**Run 1: met3 routing**

(3 px per micron)
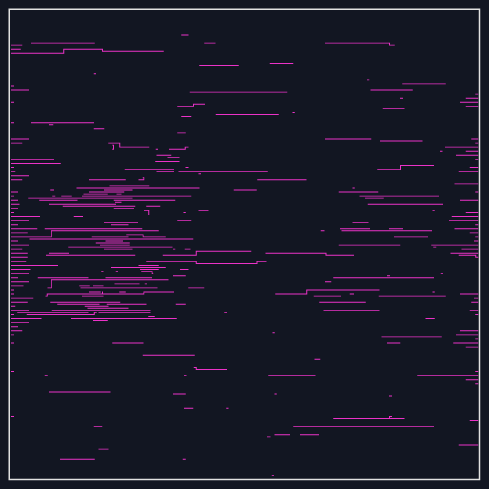
**Run 1: cells by drive strength**

(3 px per micron)
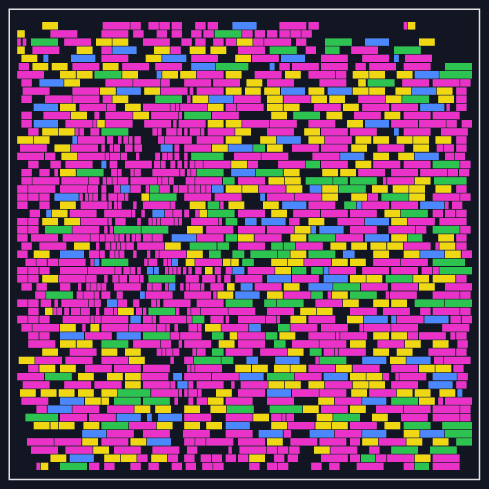
**Run 1: register map, names as in the netlist**

(2 px per micron) Other sequential cells in the stronger gray, the rest of the logic in the fainter gray.
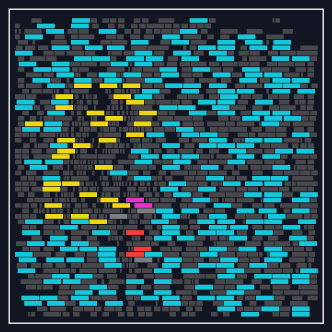
**Run 1: clock routing**

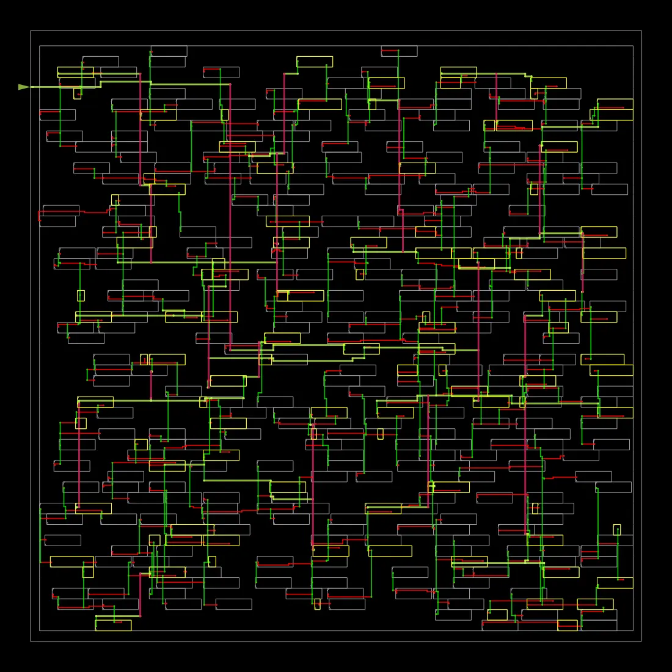
--- src/rtl/fetch_pkg.sv ---
// Shared types and constants for the instruction fetch front end.
package fetch_pkg;

    // Encoding of the RV32I EBREAK instruction; transferring it halts fetch.
    localparam logic [31:0] EBREAK_INST = 32'h0010_0073;

    // Sequential fetch advances one 32-bit word at a time.
    localparam logic [31:0] PC_STEP = 32'h0000_0004;

    // One prefetch buffer slot: the fetch address and the word read there.
    typedef struct packed {
        logic [31:0] pc;
        logic [31:0] inst;
    } fetch_entry_t;

    localparam fetch_entry_t ENTRY_ZERO = '{pc: 32'h0000_0000, inst: 32'h0000_0000};

    typedef enum logic [0:0] {
        RUN  = 1'b0,
        HALT = 1'b1
    } fetch_state_t;

    // Redirect targets are forced to a word boundary; the low two bits are dropped.
    function automatic logic [31:0] align_pc(input logic [31:0] pc);
        return {pc[31:2], 2'b00};
    endfunction

endpackage

--- src/rtl/fetch_fifo.sv ---
// Prefetch buffer holding {pc, inst} entries between fetch and decode.
// Flush empties the buffer and overrides any push or pop in the same cycle.
module fetch_fifo
    import fetch_pkg::*;
#(
    parameter int DEPTH = 4
) (
    input  logic                   clk,
    input  logic                   rst_n,
    input  logic                   push,
    input  logic                   pop,
    input  logic                   flush,
    input  fetch_entry_t           wr_entry,
    output logic                   full,
    output logic                   empty,
    output logic [$clog2(DEPTH):0] count,
    output fetch_entry_t           head
);

    localparam int AW = $clog2(DEPTH);
    localparam int CW = AW + 1;
    localparam logic [AW-1:0] PTR_ZERO = {AW{1'b0}};
    localparam logic [AW-1:0] PTR_ONE  = AW'(1);
    localparam logic [CW-1:0] CNT_ZERO = {CW{1'b0}};
    localparam logic [CW-1:0] CNT_ONE  = CW'(1);
    localparam logic [CW-1:0] CNT_FULL = CW'(DEPTH);

    fetch_entry_t  mem_q [DEPTH];
    logic [AW-1:0] rd_ptr_q, rd_ptr_d;
    logic [AW-1:0] wr_ptr_q, wr_ptr_d;
    logic [CW-1:0] count_q, count_d;
    logic          push_ok_s;
    logic          pop_ok_s;
    logic          wr_en_s;

    assign full  = (count_q == CNT_FULL);
    assign empty = (count_q == CNT_ZERO);
    assign count = count_q;
    assign head  = mem_q[rd_ptr_q];

    // Qualify requests and compute next pointer/occupancy values.
    always_comb begin
        push_ok_s = push & (~full | pop);
        pop_ok_s  = pop & ~empty;
        wr_en_s   = push_ok_s & ~flush;
        rd_ptr_d  = rd_ptr_q;
        wr_ptr_d  = wr_ptr_q;
        count_d   = count_q;
        if (flush) begin
            rd_ptr_d = PTR_ZERO;
            wr_ptr_d = PTR_ZERO;
            count_d  = CNT_ZERO;
        end else begin
            if (push_ok_s) begin
                wr_ptr_d = wr_ptr_q + PTR_ONE;
            end else begin
                wr_ptr_d = wr_ptr_q;
            end
            if (pop_ok_s) begin
                rd_ptr_d = rd_ptr_q + PTR_ONE;
            end else begin
                rd_ptr_d = rd_ptr_q;
            end
            case ({push_ok_s, pop_ok_s})
                2'b10:   count_d = count_q + CNT_ONE;
                2'b01:   count_d = count_q - CNT_ONE;
                default: count_d = count_q;
            endcase
        end
    end

    // Pointer and occupancy registers.
    always_ff @(posedge clk or negedge rst_n) begin
        if (!rst_n) begin
            rd_ptr_q <= PTR_ZERO;
            wr_ptr_q <= PTR_ZERO;
            count_q  <= CNT_ZERO;
        end else begin
            rd_ptr_q <= rd_ptr_d;
            wr_ptr_q <= wr_ptr_d;
            count_q  <= count_d;
        end
    end

    // Entry storage; cleared on reset so the head reads zero until the first push.
    always_ff @(posedge clk or negedge rst_n) begin
        if (!rst_n) begin
            for (int i = 0; i < DEPTH; i++) begin
                mem_q[i] <= ENTRY_ZERO;
            end
        end else if (wr_en_s) begin
            mem_q[wr_ptr_q] <= wr_entry;
        end
    end

endmodule

--- src/rtl/fetch_unit.sv ---
// RV32I instruction fetch sequencer: owns the fetch PC, reads the async ROM,
// buffers {pc, inst} pairs for decode, follows redirects and stops on EBREAK.
module fetch_unit
    import fetch_pkg::*;
#(
    parameter logic [31:0] RESET_PC   = 32'h0000_0000,
    parameter int          FIFO_DEPTH = 4
) (
    input  logic                        clk,
    input  logic                        rst_n,
    output logic [31:0]                 rom_addr,
    input  logic [31:0]                 rom_data,
    input  logic                        fetch_en,
    input  logic                        redirect_valid,
    input  logic [31:0]                 redirect_pc,
    output logic                        inst_valid,
    output logic [31:0]                 inst,
    output logic [31:0]                 inst_pc,
    input  logic                        inst_ready,
    output logic                        halted,
    output logic [$clog2(FIFO_DEPTH):0] fifo_count
);

    fetch_state_t state_q, state_d;
    logic [31:0]  pc_q, pc_d;

    logic         pop_s;
    logic         push_s;
    logic         ebreak_s;
    logic         flush_s;
    logic         fifo_full_s;
    logic         fifo_empty_s;
    fetch_entry_t head_s;
    fetch_entry_t wr_entry_s;

    assign rom_addr   = pc_q;
    assign inst_valid = ~fifo_empty_s & (state_q == RUN);
    assign inst       = head_s.inst;
    assign inst_pc    = head_s.pc;
    assign halted     = (state_q == HALT);
    assign wr_entry_s = '{pc: pc_q, inst: rom_data};

    // Handshake decode: redirect beats EBREAK, and both suppress a new push.
    always_comb begin
        pop_s    = inst_valid & inst_ready;
        ebreak_s = pop_s & (head_s.inst == EBREAK_INST) & ~redirect_valid;
        push_s   = (state_q == RUN) & fetch_en & ~redirect_valid & ~ebreak_s
                   & (~fifo_full_s | pop_s);
        flush_s  = redirect_valid | ebreak_s;
    end

    // Next fetch PC and front-end state.
    always_comb begin
        state_d = state_q;
        pc_d    = pc_q;
        case (state_q)
            RUN: begin
                if (redirect_valid) begin
                    pc_d    = align_pc(redirect_pc);
                    state_d = RUN;
                end else if (ebreak_s) begin
                    pc_d    = pc_q;
                    state_d = HALT;
                end else if (push_s) begin
                    pc_d    = pc_q + PC_STEP;
                    state_d = RUN;
                end else begin
                    pc_d    = pc_q;
                    state_d = RUN;
                end
            end
            HALT: begin
                if (redirect_valid) begin
                    pc_d    = align_pc(redirect_pc);
                    state_d = RUN;
                end else begin
                    pc_d    = pc_q;
                    state_d = HALT;
                end
            end
            default: begin
                pc_d    = pc_q;
                state_d = RUN;
            end
        endcase
    end

    // Fetch PC and state registers.
    always_ff @(posedge clk or negedge rst_n) begin
        if (!rst_n) begin
            pc_q    <= RESET_PC;
            state_q <= RUN;
        end else begin
            pc_q    <= pc_d;
            state_q <= state_d;
        end
    end

    fetch_fifo #(
        .DEPTH (FIFO_DEPTH)
    ) u_fifo (
        .clk      (clk),
        .rst_n    (rst_n),
        .push     (push_s),
        .pop      (pop_s),
        .flush    (flush_s),
        .wr_entry (wr_entry_s),
        .full     (fifo_full_s),
        .empty    (fifo_empty_s),
        .count    (fifo_count),
        .head     (head_s)
    );

endmodule
--- config.mk ---
export PLATFORM = sky130hd
export DESIGN_NAME = fetch_unit
export DESIGN_NICKNAME = d
export VERILOG_FILES = /design/src/rtl/fetch_pkg.sv /design/src/rtl/fetch_fifo.sv /design/src/rtl/fetch_unit.sv
export SDC_FILE = /design/constraint.sdc
export NUM_CORES = 1
export LEC_CHECK = 0
export CORE_MARGIN = 2
export CORE_UTILIZATION = 61
export CTS_CLUSTER_DIAMETER = 30
export DETAILED_ROUTE_END_ITERATION = 12
export GPL_TIMING_DRIVEN = 0
export PLACE_DENSITY_LB_ADDON = 0.15
export SYNTH_ARGS = -nofsm -noshare
export SYNTH_HDL_FRONTEND = slang
export SYNTH_SLANG_ARGS = --single-unit
--- constraint.sdc ---
create_clock -name clk -period 6.3 [get_ports clk]
set_input_delay 0.945 -clock clk [delete_from_list [all_inputs] [get_ports clk]]
set_output_delay 0.945 -clock clk [all_outputs]
set_load 0.1 [all_outputs]
==> summary.txt, run 1 <==
Seq pwr share -> 0.262
Worst EP required -> 5350 ps
Fin crit share -> 0.927
Post-Synthesis Cells -> 897
Routed vias/inst -> 6.09
Final min period -> 5840 ps
Crit Path Category -> reg -> out
Top Layout Cells -> dfrtp_1, mux2_4, clkdlybuf4s50_1, mux4_2, clkbuf_16
Clk buf depth -> 3
Overall Power -> 0.0116 W
Worst Path Arrival -> 4890 ps
Max-Cap Viols -> 0
Count leader, synth -> dfrtp_1
Slowest stage delay, CP -> 1150 ps
Worst VDD drop -> 0.000452 V
Post-synth mux share -> 0.364
Clk pwr share -> 0.273
Synth Warn # -> 0
Slowest cell on crit path -> clkdlybuf4s50_1
Die height -> 156 microns
Crit. End Element -> output pin
Share of layout cells above drive strength 1 -> 0.392
Max Clk Rate -> 171 MHz
Top cells by count -> dfrtp_1, mux2_4, mux4_2, nor2_1, nand2_1
Sw Share -> 0.420
CTS tree -> built
Port bufs -> 163
CTS Hold Bufs -> 0
Die X -> 156 microns
Fin. max-slew vios -> 0
Total CTS buffers -> 58
Antenna cells -> 0
Switching power -> 0.00486 W
Adder share -> 0.00584
Flops & latches, synth -> 286
Pre-Place Util -> 0.622
Xor+xnor area frac -> 0.00867
GRT Util Overall -> 0.297
Mapped cell area -> 14100 sq um
IO Pins -> 170
DRT Pass-1 Iters -> 5
Wirelength per Cell -> 23.9 microns
Power density cells -> 636 nW/um^2
Placed cell areas -> 16200 sq um
Status -> completed
-- 'met3 routing' (at the start) --
nets with wire on the layer	185
main direction	horizontal
share of all routed wire	7.0%
longest straight run	54.3 microns
wire length on this layer	2440 microns
met3 Use GR: 0.0615
vias: 8869
WL final: 34.8 mm

-- 'cells by drive strength' (at the start) --
size	color	cells
_0 and _1 cells	magenta	712
_6 and larger	green	103
_3 and _4 cells	yellow	259
_2 cells	blue	98
synth-to-layout area growth: 28.9%
design area: 18200 sq um
bufs w/o clock: 235
Final WS setup: 461 ps

-- 'register map, names as in the netlist' (at the start) --
signal	color	placed flops
rom_addr	yellow	30
u_fifo.mem_q	cyan	248
u_fifo.wr_ptr_q	magenta	2
u_fifo.count	red	3
not colored	3
Layout Utilization: 0.802
seq pwr: 0.00304 W
FF/Latch Area: 7160 sq um
sequential cell area share: 0.393

-- 'clock routing' (at the start) --
Clock Skew: 18.6 ps
clk_lat worst skew: 560 ps
CLK BUF: 73
CTS Sinks: 286

## run 1: layer usage
layer | part of all wire | global-route usage | vias to the layer above | wire length, microns
li1 | - | - | 3770 | -
met1 | 0.43 | 0.422 | 4632 | 14800
met2 | 0.48 | 0.467 | 388 | 16600
met3 | 0.070 | 0.0615 | 79 | 2440
met4 | 0.027 | 0.0917 | 0 | 923
met5 | 0 | 0 | - | 0
## run 1: flip-flops by register name, indices dropped and copies added (netlist names)
register and cells:
u_fifo.wr_ptr_q 2, rom_addr 30, u_fifo.mem_q 248, u_fifo.rd_ptr_q 2, halted 1, u_fifo.count 3
## run 1: worst paths after layout
| path | from | end | slack, ps |
|---|---|---|---|
| min in group clk | u_fifo.mem_q[34] | u_fifo.mem_q[34] | 500 |
| worst min-delay path | rst_n | u_fifo.mem_q[87] | 320 |
| worst max register to register | u_fifo.rd_ptr_q[1] | u_fifo.count[1] | 1160 |
| worst max-delay path | u_fifo.rd_ptr_q[1] | inst_pc[20] | 460 |
| max in group asynchronous | rst_n | u_fifo.mem_q[6] | 4990 |
| worst min register to register | u_fifo.mem_q[34] | u_fifo.mem_q[34] | 500 |
## run 1: power groups by stage
| stage | logic (W) | clock network, W | registers, W |
|---|---|---|---|
| 2_1_floorplan | 0.00414 | 0 | 0.00307 |
| 3_3_place_gp | 0.00530 | 0 | 0.00299 |
| 3_5_place_dp | 0.00537 | 0 | 0.00300 |
| 4_1_cts | 0.00542 | 0.00317 | 0.00302 |
| 5_1_grt | 0.00558 | 0.00327 | 0.00311 |
| 6_report | 0.00539 | 0.00316 | 0.00304 |
## run 1: area by class of cell
type,instances,share of cell area
multi-input cells,538,0.356
plain buffers,70,0.0264
repair buffers,165,0.0929
clock inverters,34,0.0233
flip-flops and latches,286,0.393
well taps,285,0.0196
clock buffers,73,0.0878
inverters,6,0.00124
**Run 1: wiring heat map**

(2 px per micron) The die is cut into 31 by 31 equal tiles; black is low, pale yellow is high, scaled to the fullest tile. Values are wire area over tile area, all layers added.
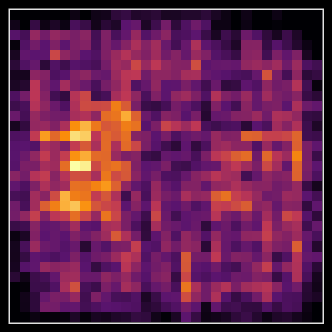

--- run 2 (diff from run 1) ---
Settings changed: CORE_UTILIZATION 61 to 60.
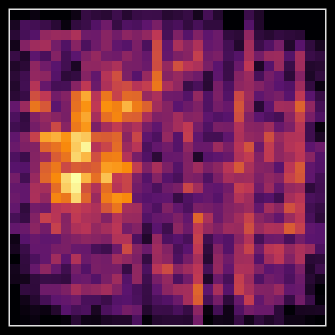
**Above:** run 2 (wiring heat map).
(2 px per micron) The die is cut into 31 by 31 equal tiles; black is low, pale yellow is high, scaled to the fullest tile. Values are wire area over tile area, all layers added.
densest ninth of the die	west
tiles over half the peak	15%
nearly empty tiles	4.1%
GRT Util Overall: 0.300
WL final: 35.6 mm
Wirelength per Cell: 23.8 microns
vias: 8994

==> run 2 against run 1 <==
Global-route usage is 0.35 points higher. Power grew 3.0%. Sequential share of layout area is 0.69 points lower. Utilization decreased by 0.75 points. Sequential power barely moved. Area after synthesis unchanged. Maximum frequency fell by 0.75%. Critical path depth did not move. Hold slack gained 100 ps. Final area up 1.8%. Critical path type unchanged.
==> summary.txt, run 2 <==
Status -> completed (unchanged)
P_clk -> 0.00350 W (was 0.00316 W)
CTS Sinks -> 286 (unchanged)
Pre-Place Util -> 0.606 (was 0.622)
Count leader, synth -> dfrtp_1 (unchanged)
Max Clk Rate -> 170 MHz (was 171 MHz)
Die height -> 157 microns (was 156 microns)
Port bufs -> 163 (unchanged)
Worst Path Arrival -> 4940 ps (was 4890 ps)
Register bank with the most flops -> u_fifo.mem_q (unchanged)
Post-Synthesis Cells -> 897 (unchanged)
Clk_lat worst skew -> 540 ps (was 560 ps)
Combinational Power -> 0.00539 W (about the same)
Worst EP required -> 5350 ps (about the same)
Clk pwr share -> 0.293 (was 0.273)
Reg2reg end -> u_fifo.count[2] (was u_fifo.count[1])
Die X -> 157 microns (was 156 microns)
Power density cells -> 643 nW/um^2 (was 636 nW/um^2)
Total CTS buffers -> 67 (was 58)
Antenna cells -> 0 (unchanged)
Worst R2R Setup Slack -> 1160 ps (about the same)
Top cells by count -> dfrtp_1, mux2_4, mux4_2, nor2_1, nand2_1 (unchanged)
R2R Path Start -> u_fifo.rd_ptr_q[1] (unchanged)
Biggest consumer -> combinational cells (unchanged)
Crit Path Category -> reg -> out (unchanged)
Clock Skew -> 13.2 ps (was 18.6 ps)
Worst VDD drop -> 0.000476 V (was 0.000452 V)
Fin. max-slew vios -> 0 (unchanged)
CP Capture Point -> inst_pc[20] (unchanged)
Final min period -> 5880 ps (was 5840 ps)
Worst setup path start -> u_fifo.rd_ptr_q[1] (unchanged)
Clk buf depth -> 3 (unchanged)
CTS Hold Bufs -> 0 (unchanged)
Slowest stage delay, CP -> 1150 ps (about the same)
IO Pins -> 170 (unchanged)
Routed vias/inst -> 6.00 (was 6.09)
Synth-to-layout area growth -> 31.2% (was 28.9%)
Fin crit share -> 0.934 (was 0.927)
Flops & latches, synth -> 286 (unchanged)
DRT Pass-1 Iters -> 5 (unchanged)
Share of layout cells above drive strength 1 -> 0.402 (was 0.392)
Switching power -> 0.00495 W (was 0.00486 W)
Sw Share -> 0.415 (was 0.420)
## run 2: cell counts after synthesis
Identical to the previous run, type by type.
## run 2: metrics by stage
step                      area (sq um)  setup WS (ps)  cells  utilization  hold WS, ps
after global routing             18500            301   1500        0.795          482
final                            18500            417   1500        0.795          425
after floorplan                  14100           2390    900            -          475
after global placement           16200          -7980   1382        0.693          486
after detailed placement         16200           1040   1384        0.696          490
after CTS                        18500            418   1500        0.795          450
## run 2: cells by family (layout without fill, tap and decap cells)
group | after synthesis | after routing | share of synthesized area
XOR/XNOR | 14 | 14 | 0.00868
buffers and inverters | 76 | 357 | 0.0356
AND-OR/OR-AND | 56 | 56 | 0.0284
other | 1 | 4 | 0.000265
multiplexers | 315 | 315 | 0.364
adder cells (fa/ha/maj) | 6 | 6 | 0.00584
AND/OR/NAND/NOR | 143 | 143 | 0.0512
flip-flops | 286 | 286 | 0.506
## run 2: worst register-to-register path: stages, from the launching register on
cell	delay (ps)
dfrtp_1	310
clkbuf_1	510
buf_1	680
buf_1	690
mux4_2	460
nand4_1	200
nor4_4	120
nor2_2	380
clkbuf_1	520
a21oi_1	190
fa_1	420
nand2b_1	160
o22ai_1	170
xnor2_1	140
nor2_1	60
## run 2: layout make-up
| type | count | area share |
|---|---|---|
| multi-input cells | 538 | 0.350 |
| inverters | 6 | 0.00121 |
| repair buffers | 165 | 0.0912 |
| clock inverters | 31 | 0.0187 |
| clock buffers | 85 | 0.106 |
| well taps | 319 | 0.0215 |
| plain buffers | 70 | 0.0259 |
| flip-flops and latches | 286 | 0.386 |
## run 2: metal layers
| layer | GRT usage | part of all wire |
|---|---|---|
| met2 | 0.475 | 0.48 |
| met3 | 0.0655 | 0.061 |
| met5 | 0 | 0 |
| met4 | 0.122 | 0.030 |
| met1 | 0.407 | 0.43 |
**Run 2: register map, names as in the netlist**

(2 px per micron) Other sequential cells in the stronger gray, the rest of the logic in the fainter gray.
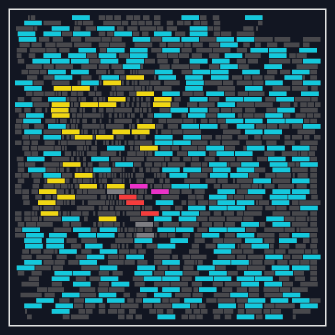

--- run 3 (diff from run 2) ---
Settings changed: CORE_UTILIZATION 60 to 26.
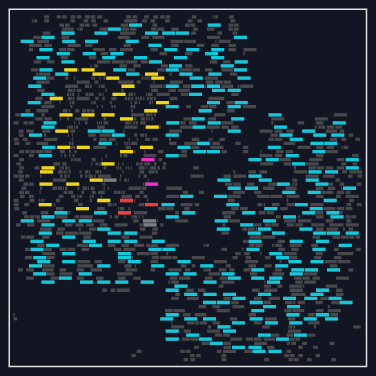
**Above:** run 3 (register map, names as in the netlist).
(1.5 px per micron) Other sequential cells in the stronger gray, the rest of the logic in the fainter gray.
signal	color	placed flops
u_fifo.wr_ptr_q	magenta	2
u_fifo.mem_q	cyan	248
u_fifo.count	red	3
rom_addr	yellow	30
not colored	3
sequential cell area share: 0.363
seq pwr: 0.00301 W
Layout Utilization: 0.366

==> run 3 against run 2 <==
Critical endpoint unchanged. Sequential share of layout area decreased by 2.3 points. Combinational power grew 0.9%. Critical path type unchanged. Clock skew increased by 6.5 ps. Maximum frequency about the same. Critical path depth did not move. Cell count increased by 28%. Largest power group unchanged. Non-clock buffer count stayed put.
==> summary.txt, run 3 <==
Fin. max-slew vios -> 0 (unchanged)
Clk buf depth -> 3 (unchanged)
WL met2 -> 18.9 mm (was 17.2 mm)
Flops & latches, synth -> 286 (unchanged)
Logic gate share of total power -> 0.425 (was 0.452)
Top cells by area -> dfrtp_1, mux2_4, mux4_2 (unchanged)
Vias -> 8683 (was 8994)
GRT Util Overall -> 0.152 (was 0.300)
Routed vias/inst -> 4.52 (was 6.00)
Max layer used -> met4 (unchanged)
Register bank with the most flops -> u_fifo.mem_q (unchanged)
Switching power -> 0.00516 W (was 0.00495 W)
Status -> completed (unchanged)
CP Max Fanout -> 10 (unchanged)
Number of global-route vias before repair -> 9856 (was 9876)
Largest area contributor in the netlist -> dfrtp_1 (unchanged)
CP Capture Point -> inst_pc[20] (unchanged)
Design area -> 19700 sq um (was 18500 sq um)
Crit. End Element -> output pin (unchanged)
Post-Synthesis Cells -> 897 (unchanged)
WL final -> 42.0 mm (was 35.6 mm)
Die X -> 237 microns (was 157 microns)
Setup Buffers After CTS -> 0 (unchanged)
Routed wl met3 -> 2.09 mm (was 2.17 mm)
Mapped cell area -> 14100 sq um (unchanged)
Final min period -> 5890 ps (was 5880 ps)
CTS tree -> built (unchanged)
Clk_lat worst skew -> 600 ps (was 540 ps)
Final GP Congestion -> 0.752 (was 0.854)
M1 wire length -> 20.1 mm (was 15.2 mm)
Crit Path Category -> reg -> out (unchanged)
Synth Warn # -> 0 (unchanged)
Worst R2R Setup Slack -> 1180 ps (was 1160 ps)
Worst setup path start -> u_fifo.rd_ptr_q[1] (unchanged)
Fin crit share -> 0.935 (was 0.934)
Largest register FFs -> 248 (unchanged)
Post-DRT Antenna Nets -> 0 (unchanged)
Synth-to-layout area growth -> 39.4% (was 31.2%)
Clock Skew -> 19.7 ps (was 13.2 ps)
Worst VDD drop -> 0.000416 V (was 0.000476 V)
Max-Cap Viols -> 0 (unchanged)
Place WS -> 618 ps (was 1040 ps)
Register-to-Register Path Depth -> 15 (was 14)
Fin nets -> 1228 (was 1209)
CTS Sinks -> 286 (unchanged)
Port bufs -> 163 (unchanged)
Share of layout cells above drive strength 1 -> 0.418 (was 0.402)
Clk pwr share -> 0.340 (was 0.293)
Worst EP required -> 5350 ps (about the same)
IO Pins -> 170 (unchanged)
Placed cell areas -> 16700 sq um (was 16200 sq um)
Residual DRC -> 0 (unchanged)
Sw Share -> 0.403 (was 0.415)
Worst Path Arrival -> 4940 ps (about the same)
Power density cells -> 650 nW/um^2 (was 643 nW/um^2)
Seq share, synth -> 0.506 (unchanged)
Count leader, synth -> dfrtp_1 (unchanged)
Yosys top cell area share -> 0.506 (unchanged)
Die height -> 237 microns (was 157 microns)
Setup-violating endpoint count in the final report -> 0 (unchanged)
Initial antenna violation count -> 2 (was 0)
Top Layout Cells -> dfrtp_1, mux2_4, clkdlybuf4s50_1, clkbuf_16, mux4_2 (unchanged)
Yosys Chip Area -> 14100 sq um (unchanged)
FP Rows -> 85 (was 56)
Overall Power -> 0.0128 W (was 0.0119 W)
Clk pin slew, worst setup/hold paths -> 50 ps (about the same)
Wirelength per Cell -> 21.8 microns (was 23.8 microns)
Final WS setup -> 412 ps (was 417 ps)
Total CTS buffers -> 86 (was 67)
Reg2reg end -> u_fifo.count[2] (unchanged)
R2R Path Start -> u_fifo.rd_ptr_q[1] (unchanged)
DRT Pass-1 Iters -> 6 (was 5)
Hold crit path type -> in -> async (unchanged)
P_leak -> 8.40 nW (was 8.06 nW)
Pre-Place Util -> 0.263 (was 0.606)
Max Clk Rate -> 170 MHz (about the same)
Top cells by count -> dfrtp_1, mux2_4, mux4_2, nor2_1, nand2_1 (unchanged)
Hold Vio Cnt, Final -> 0 (unchanged)
FF/Latch Area -> 7160 sq um (unchanged)
Seq pwr share -> 0.235 (was 0.255)
==> run 3: final cells by class <==
class | instances | share of cell area
clock inverter | 44 | 0.0232
buffer | 70 | 0.0248
timing repair buffer | 165 | 0.0859
multi-input combinational | 538 | 0.329
inverter | 6 | 0.00114
clock buffer | 115 | 0.128
antenna | 3 | 0.000381
sequential | 286 | 0.363
tap | 696 | 0.0442
==> run 3: per-stage QoR <==
stage	TNS (ps)	std cells	hold WS, ps
6_report	0	1923	354
5_1_grt	0	1920	396
2_1_floorplan	0	900	475
3_5_place_dp	0	1761	487
4_1_cts	0	1920	362
3_3_place_gp	-2623100	1759	488
==> run 3: worst max-delay path, stage by stage (launching register included) <==
cell and delay [ps]:
dfrtp_1 310, clkbuf_1 500, buf_1 620, clkdlybuf4s15_2 630
clkbuf_1 720, mux4_2 410, clkdlybuf4s50_1 1140
==> run 3: metal layers <==
layer,GRT usage,up-vias
met5,0,-
met4,0.0505,0
met3,0.0402,64
met2,0.230,234
met1,0.211,4521
li1,-,3864
==> run 3: cell families after synthesis <==
| group | share of synthesized area |
|---|---|
| xor gates and xnor gates | 0.00868 |
| adders and majority gates | 0.00584 |
| DFF | 0.506 |
| AOI/OAI and AO/OA | 0.0284 |
| and+or+nand+nor | 0.0512 |
| buffers and inverters | 0.0356 |
| other | 0.000265 |
| muxes | 0.364 |
==> run 3: power by group through the flow <==
stage                     Combinational [W]  Clock (W)  Sequential (W)
after floorplan                     0.00414          0         0.00307
after global placement              0.00546          0         0.00302
after detailed placement            0.00549          0         0.00300
after CTS                           0.00551    0.00443         0.00301
after global routing                0.00564    0.00455         0.00310
final                               0.00544    0.00435         0.00301
==> run 3: repair_timing <==
| item | CTS | global route |
|---|---|---|
| resized | 2 | 0 |
| setup endpoints to repair | 5 | 0 |
| hold buffers | 0 | 0 |
Power and IR drop assume default switching activity.
